## src/rtl/serial_wb_if_bridge.sv

```systemverilog
// UART-RX (8N1) to Wishbone classic master: {we, adr[6:0]} [+ data byte] -> one bus cycle.
// Optional SERIAL_WB_TX_EN adds serial_tx returning read data / 0x00 write ack / 0xFF timeout.
module serial_wb_if_bridge #(
  parameter int CLK_FREQ    = 50_000_000,
  parameter int BAUD        = 9600,
  parameter int ACK_TIMEOUT = 255
) (
  input  logic       clk,
  input  logic       rst,
  input  logic       serial_rx,
  output logic [6:0] wb_adr_o,
  input  logic [7:0] wb_dat_i,
  output logic [7:0] wb_dat_o,
  output logic       wb_we_o,
  output logic       wb_stb_o,
  input  logic       wb_ack_i,
  output logic       wb_cyc_o
`ifdef SERIAL_WB_TX_EN
  ,
  output logic       serial_tx
`endif
);

  localparam int BIT_CYC = CLK_FREQ / BAUD;
  localparam int HALF    = BIT_CYC / 2;
  localparam int CW      = $clog2(BIT_CYC + 1);
  localparam int TW      = (ACK_TIMEOUT < 2) ? 1 : $clog2(ACK_TIMEOUT + 1);

  typedef enum logic [1:0] {R_IDLE, R_START, R_DATA, R_STOP} rx_state_t;
  typedef enum logic [1:0] {P_CMD, P_DATA, P_BUS} p_state_t;

  logic [1:0]    sync;
  logic          rx_s;
  rx_state_t     rs;
  logic          armed;
  logic [CW-1:0] rcnt;
  logic [2:0]    bitn;
  logic [7:0]    sh, rx_byte;
  logic          byte_valid, frame_err;

  p_state_t      ps;
  logic [6:0]    adr_l;
  logic          we_l, act;
  logic [TW-1:0] tmo;
  logic          hold_vld;
  logic [7:0]    hold_byte, rd_data;
  logic          in_vld, bus_go;
  logic [7:0]    in_byte;

  // rd_data is an observation register only; keep it from looking dangling.
  logic unused_rd;
  assign unused_rd = ^rd_data;

  always_ff @(posedge clk or posedge rst) begin
    if (rst) sync <= 2'b11;
    else     sync <= {sync[0], serial_rx};
  end
  assign rx_s = sync[1];

  // armed only sets on a high level in IDLE, so a held-low break cannot retrigger
  always_ff @(posedge clk or posedge rst) begin
    if (rst) begin
      rs <= R_IDLE; armed <= 1'b0; rcnt <= '0; bitn <= '0;
      sh <= '0; rx_byte <= '0; byte_valid <= 1'b0; frame_err <= 1'b0;
    end else begin
      byte_valid <= 1'b0;
      frame_err  <= 1'b0;
      case (rs)
        R_IDLE: begin
          rcnt <= '0;
          if (rx_s) armed <= 1'b1;
          else if (armed) begin
            armed <= 1'b0;
            rs    <= R_START;
          end
        end
        R_START: begin
          if (rcnt == CW'(HALF - 1)) begin
            rcnt <= '0;
            bitn <= '0;
            rs   <= rx_s ? R_IDLE : R_DATA;
          end else rcnt <= rcnt + 1'b1;
        end
        R_DATA: begin
          if (rcnt == CW'(BIT_CYC - 1)) begin
            rcnt <= '0;
            sh   <= {rx_s, sh[7:1]};
            bitn <= bitn + 1'b1;
            if (bitn == 3'd7) rs <= R_STOP;
          end else rcnt <= rcnt + 1'b1;
        end
        R_STOP: begin
          if (rcnt == CW'(BIT_CYC - 1)) begin
            rcnt <= '0;
            rs   <= R_IDLE;
            if (rx_s) begin
              byte_valid <= 1'b1;
              rx_byte    <= sh;
            end else frame_err <= 1'b1;
          end else rcnt <= rcnt + 1'b1;
        end
        default: rs <= R_IDLE;
      endcase
    end
  end

  // a fresh byte always wins over the holding register
  assign in_vld  = byte_valid | hold_vld;
  assign in_byte = byte_valid ? rx_byte : hold_byte;

`ifdef SERIAL_WB_TX_EN
  logic          resp_evt, resp_vld, tx_busy;
  logic [7:0]    resp_val, resp_byte;
  logic [9:0]    tx_sh;
  logic [3:0]    tx_bits;
  logic [CW-1:0] tx_cnt;
  assign bus_go = ~resp_vld;
`else
  assign bus_go = 1'b1;
`endif

  always_ff @(posedge clk or posedge rst) begin
    if (rst) begin
      ps <= P_CMD; adr_l <= '0; we_l <= 1'b0; act <= 1'b0; tmo <= '0;
      hold_vld <= 1'b0; hold_byte <= '0; rd_data <= '0;
      wb_adr_o <= '0; wb_dat_o <= '0; wb_we_o <= 1'b0; wb_stb_o <= 1'b0; wb_cyc_o <= 1'b0;
`ifdef SERIAL_WB_TX_EN
      resp_evt <= 1'b0; resp_val <= '0;
`endif
    end else begin
`ifdef SERIAL_WB_TX_EN
      resp_evt <= 1'b0;
`endif
      case (ps)
        P_CMD: begin
          if (frame_err) hold_vld <= 1'b0;
          else if (in_vld) begin
            hold_vld <= 1'b0;
            adr_l    <= in_byte[6:0];
            we_l     <= in_byte[7];
            ps       <= in_byte[7] ? P_DATA : P_BUS;
          end
        end
        P_DATA: begin
          if (frame_err) begin
            hold_vld <= 1'b0;
            ps       <= P_CMD;
          end else if (in_vld) begin
            hold_vld <= 1'b0;
            wb_dat_o <= in_byte;
            ps       <= P_BUS;
          end
        end
        P_BUS: begin
          if (byte_valid) begin
            hold_vld  <= 1'b1;
            hold_byte <= rx_byte;
          end else if (frame_err) hold_vld <= 1'b0;
          if (!act) begin
            if (bus_go) begin
              act <= 1'b1; tmo <= '0;
              wb_cyc_o <= 1'b1; wb_stb_o <= 1'b1;
              wb_we_o  <= we_l; wb_adr_o <= adr_l;
            end
          end else if (wb_ack_i || tmo == TW'(ACK_TIMEOUT - 1)) begin
            act <= 1'b0;
            ps  <= P_CMD;
            wb_cyc_o <= 1'b0; wb_stb_o <= 1'b0; wb_we_o <= 1'b0;
            if (wb_ack_i && !we_l) rd_data <= wb_dat_i;
`ifdef SERIAL_WB_TX_EN
            resp_evt <= 1'b1;
            resp_val <= !wb_ack_i ? 8'hFF : (we_l ? 8'h00 : wb_dat_i);
`endif
          end else tmo <= tmo + 1'b1;
        end
        default: ps <= P_CMD;
      endcase
    end
  end

`ifdef SERIAL_WB_TX_EN
  // one pending response slot; the bus side stalls while it is occupied
  always_ff @(posedge clk or posedge rst) begin
    if (rst) begin
      resp_vld <= 1'b0; resp_byte <= '0; tx_busy <= 1'b0;
      tx_sh <= '1; tx_bits <= '0; tx_cnt <= '0; serial_tx <= 1'b1;
    end else begin
      if (!tx_busy) begin
        if (resp_vld) begin
          tx_busy  <= 1'b1;
          tx_sh    <= {1'b1, resp_byte, 1'b0};
          tx_bits  <= '0;
          tx_cnt   <= '0;
          resp_vld <= 1'b0;
        end
      end else if (tx_cnt == CW'(BIT_CYC - 1)) begin
        tx_cnt  <= '0;
        tx_sh   <= {1'b1, tx_sh[9:1]};
        tx_bits <= tx_bits + 1'b1;
        if (tx_bits == 4'd9) tx_busy <= 1'b0;
      end else tx_cnt <= tx_cnt + 1'b1;
      if (resp_evt) begin
        resp_vld  <= 1'b1;
        resp_byte <= resp_val;
      end
      serial_tx <= tx_busy ? tx_sh[0] : 1'b1;
    end
  end
`endif

endmodule

```

## config.mk

```make
export PLATFORM = sky130hd
export DESIGN_NAME = serial_wb_if_bridge
export DESIGN_NICKNAME = d
export VERILOG_FILES = /design/src/rtl/serial_wb_if_bridge.sv
export SDC_FILE = /design/constraint.sdc
export NUM_CORES = 1
export LEC_CHECK = 0
export CAP_MARGIN = 20
export CORE_MARGIN = 2
export CORE_UTILIZATION = 50
export CTS_CLUSTER_DIAMETER = 120
export CTS_CLUSTER_SIZE = 14
export DETAILED_ROUTE_END_ITERATION = 8
export GPL_ROUTABILITY_DRIVEN = 0
export PLACE_DENSITY = 0.78
export SLEW_MARGIN = 20
export SYNTH_ARGS = -nofsm -noshare
export SYNTH_HDL_FRONTEND = slang
export SYNTH_SLANG_ARGS = --single-unit
```

## constraint.sdc

```tcl
create_clock -name clk -period 3.5 [get_ports clk]
set_input_delay 0.7 -clock clk [delete_from_list [all_inputs] [get_ports clk]]
set_output_delay 0.7 -clock clk [all_outputs]
set_load 0.005 [all_outputs]
```

==> run_1/floorplan.png <==
Scale bar: 20 um. Pins as bars on the die edge.
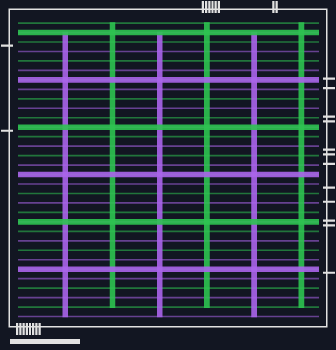
purple -> VSS
green -> VDD
met1 rails = 32
met5 straps = 6
met4 straps = 6
signal pins = 30
rows = 31

==> run_1/class_map.png <==
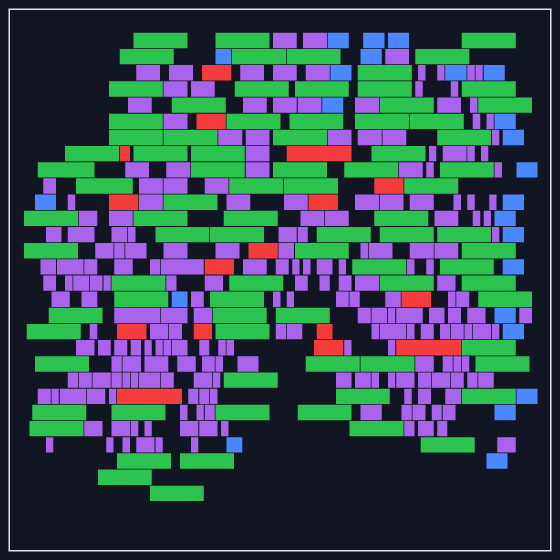
blue -> remaining buffers and delay cells  # cells 24, share of their area 5.6%
green -> registers  # cells 84, share of their area 50%
red -> clock drivers and dummy loads  # cells 16, share of their area 5.9%
purple -> remaining logic cells  # cells 222, share of their area 38%

==> run summary, run 1 <==
Implementation numbers.

- The floorplan die width is 90.8 um.
- The final cell count without fillers is 445.
- The hold path depth is 0.
- The end of the worst register-to-register path is rx_byte[0].
- Buffers inserted to repair hold after CTS numbered 0.
- The xor and xnor fraction of the mapped netlist area is 0.0279.
- The total power after layout is 0.00219 W.
- The area of the multi-input gates reads 1560 um2.
- The destination of the worst hold path reads sync[1].
- Per STA, the worst path is made up of or4_4 -> or4_1 -> nor2_8 -> mux2_2.
- The most congested layer reported by global routing reads met2.
- The run finished with clean final reports.
- The number of DRC markers after the initial detailed-route iteration reads 99.
- The overall routing resource usage is 0.170.
- The area of the core region is 7290 um2.
- The maximum number of pins on one net before global-route repair is 68.
- The relative contribution of sequential cells to total power is 0.513.
- The peak supply drop reads 0.360 mV.
- Buffers inserted during clock tree synthesis total 9.
- The yosys synthesis warning count reads 0.
- The non-clock inverter instance count of the final layout reads 11.
- The register containing the most flip-flops in the final layout reads rcnt.
- The fraction of final layout cells with drive strength greater than 1 is 0.208.
- The area enclosed by the die boundary is 8240 um2.
- The number of nets still failing antenna checks after routing reads 0.
- The power report attributes to the clock group a share of 0.383.
- The global routing met3 resource utilization reads 0.0451.
- The count of final hold-check violations reads 0.
- The logic share of the area reads 0.361.
- The post-synthesis share of cell area spent on and-or and or-and gates is 0.0651.
- The combinational gate count reads 211.
- The buffer depth of the longest clock path reads 2.
- The clock distribution power reads 0.000838 W.
- The final-layout worst hold slack reads between 300 and 400 ps.
- Counting instances in the post-synthesis netlist gives the leading cell types as sky130_fd_sc_hd__dfrtp_1 (82), sky130_fd_sc_hd__mux2_2 (46), sky130_fd_sc_hd__nand2_1 (37).
- The final period utilization reads 0.686.
- The number of enable-type register cells in the synthesized netlist reads 0.
- The startpoint type of the worst setup path reads a register.
- The area taken by sequential standard cells is reported as about 2100 um2.
- The main logic family after synthesis is simple AND/OR/NAND/NOR gates.
==> run_1/clock_wires.png <==
Scale bar: 20 um.
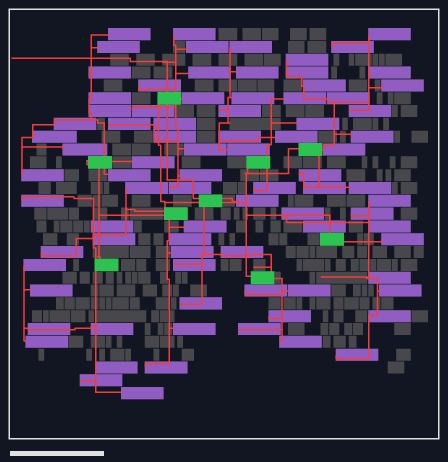
red -> clock wires  # length 946 um
purple -> flip-flops  # count 84
green -> clock-net drivers  # count 9
routed clock nets = 10

==> run_1/layers.png <==
Scale bar: 20 um.
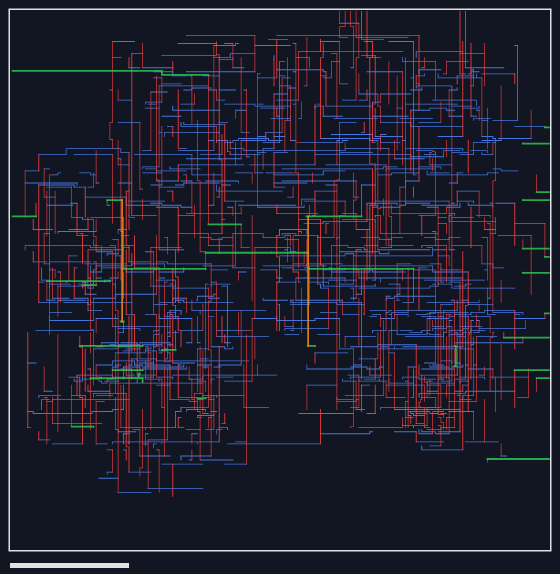
red -> M2  # wire length 3200 um
blue -> M1  # wire length 2970 um
orange -> M4  # wire length 42.2 um
green -> M3  # wire length 202 um

--- run 2 (diff from run 1) ---
--- a/config.mk
+++ b/config.mk
@@ -12,7 +12,7 @@
 export CTS_CLUSTER_SIZE = 14
 export DETAILED_ROUTE_END_ITERATION = 8
 export GPL_ROUTABILITY_DRIVEN = 0
-export PLACE_DENSITY = 0.78
+export PLACE_DENSITY = 0.81
 export SLEW_MARGIN = 20
 export SYNTH_ARGS = -nofsm -noshare
 export SYNTH_HDL_FRONTEND = slang
==> constraint.sdc (replaced) <==
create_clock -name clk -period 2.1 [get_ports clk]
set_input_delay 0.42 -clock clk [delete_from_list [all_inputs] [get_ports clk]]
set_output_delay 0.42 -clock clk [all_outputs]
set_load 0.005 [all_outputs]
==> run 2 against run 1 <==
Against the previous run:
- core utilization up 1.0 points
- cell count up 2.7%
- final area up 1.7%
- area after synthesis unchanged
- non-clock buffer count up 11
- flip-flop count unchanged
- critical endpoint is now rx_byte[1]
- largest power group unchanged
==> run summary, run 2 <==
Implementation numbers.

- Status: complete, no violations (unchanged).
- The overall routing resource usage came to 0.172 (was 0.170).
- The fraction of final layout cells with drive strength greater than 1 reads 0.237 (was 0.208).
- The number of DRC markers after the initial detailed-route iteration was 118 (was 99).
- The xor and xnor fraction of the mapped netlist area is 0.0279 (unchanged).
- The combinational gate count reads 212 (was 211).
- The main logic family after synthesis is simple AND/OR/NAND/NOR gates (unchanged).
- The startpoint type of the worst setup path is a register (unchanged).
- The register containing the most flip-flops in the final layout is rcnt (unchanged).
- The logic share of the area reads 0.361 (about the same).
- The final sequential cell count reads 84 (unchanged).
- The peak supply drop is 0.663 mV (was 0.360 mV).
- The clock distribution power is 0.00109 W (was 0.000838 W).
- The end of the worst register-to-register path was rx_byte[1] (was rx_byte[0]).
- The hold path depth reads 0 (unchanged).
- The height of the die is 90.8 um (unchanged).
- The destination of the worst hold path reads sync[1] (unchanged).
- The relative contribution of sequential cells to total power reads 0.543 (was 0.513).
- The final period utilization came to 0.996 (was 0.686).
- The final-layout worst hold slack reads 360 ps (was 358 ps).
- The flip-flop and latch count after synthesis is 84 (unchanged).
- The met2 routed wirelength was 3320 um (was 3200 um).
- Crit path cell chain: or4_4 -> or4_4 -> nor2_8 -> mux2_2 (was or4_4 -> or4_1 -> nor2_8 -> mux2_2).
- Top post-synthesis cells by count: sky130_fd_sc_hd__dfrtp_1 (82), sky130_fd_sc_hd__mux2_2 (46), sky130_fd_sc_hd__nand2_1 (37) (unchanged).
- The number of enable-type register cells in the synthesized netlist reads 0 (unchanged).
- The area of the core region came to 7290 um2 (unchanged).
- The maximum fanout along the worst path reads 7 (was 9).
- The flip-flop count of the largest register, all copies and words added was 13 (unchanged).
- The floorplan die width is 90.8 um (unchanged).
- The yosys synthesis warning count reads 0 (unchanged).
- The non-clock inverter instance count of the final layout came to 11 (unchanged).
- The most congested layer reported by global routing reads met2 (unchanged).
- The final cell count without fillers reads 457 (was 445).
- The flip-flop and latch area reads 2100 um2 (unchanged).
- The post-synthesis share of cell area spent on and-or and or-and gates is 0.0651 (unchanged).
- The hold buffer count at CTS is 0 (unchanged).
- The largest delay contributor family on the critical path is simple AND/OR/NAND/NOR gates (unchanged).
- The maximum number of pins on one net before global-route repair reads 85 (was 68).
- The count of final hold-check violations reads 0 (unchanged).
- The synthesized area per cell is 11.8 um2 (unchanged).
- The register share of the cell area reads 0.480 (was 0.488).
- The buffer depth of the longest clock path came to 2 (unchanged).
- The launching instance or port of the critical path was rcnt[7] (was rcnt[5]).
- The global routing met3 resource utilization reads 0.0467 (was 0.0451).
- The area enclosed by the die boundary reads 8240 um2 (unchanged).
- The number of nets still failing antenna checks after routing came to 0 (unchanged).
- The total power after layout is 0.00341 W (was 0.00219 W).
==> run_2/floorplan.png <==
Scale bar: 20 um. Pins as bars on the die edge.
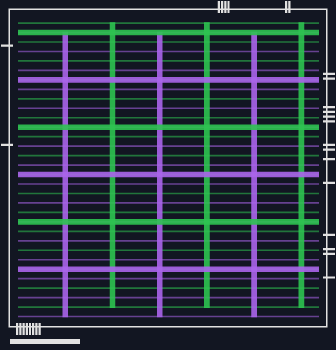
purple -> VSS
green -> VDD
met5 straps = 6
rows = 31

==> run_2/class_map.png <==
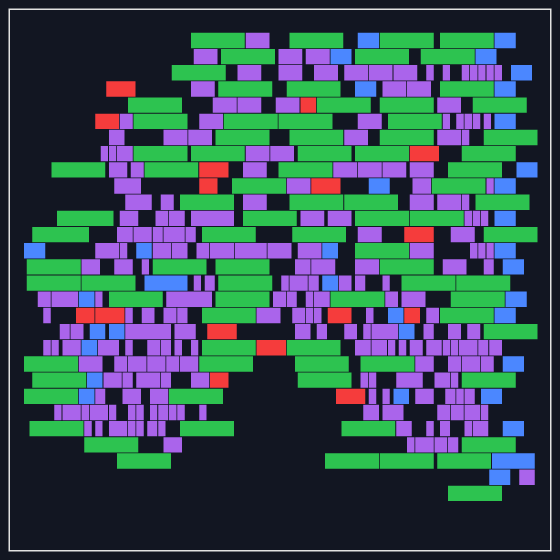
red -> clock drivers and dummy loads  # cells 16, share of their area 4.4%
blue -> remaining buffers and delay cells  # cells 35, share of their area 8.0%
purple -> remaining logic cells  # cells 223, share of their area 38%
green -> registers  # cells 84, share of their area 49%

Power figures rest on the tool's default switching activity, not on a simulated workload.
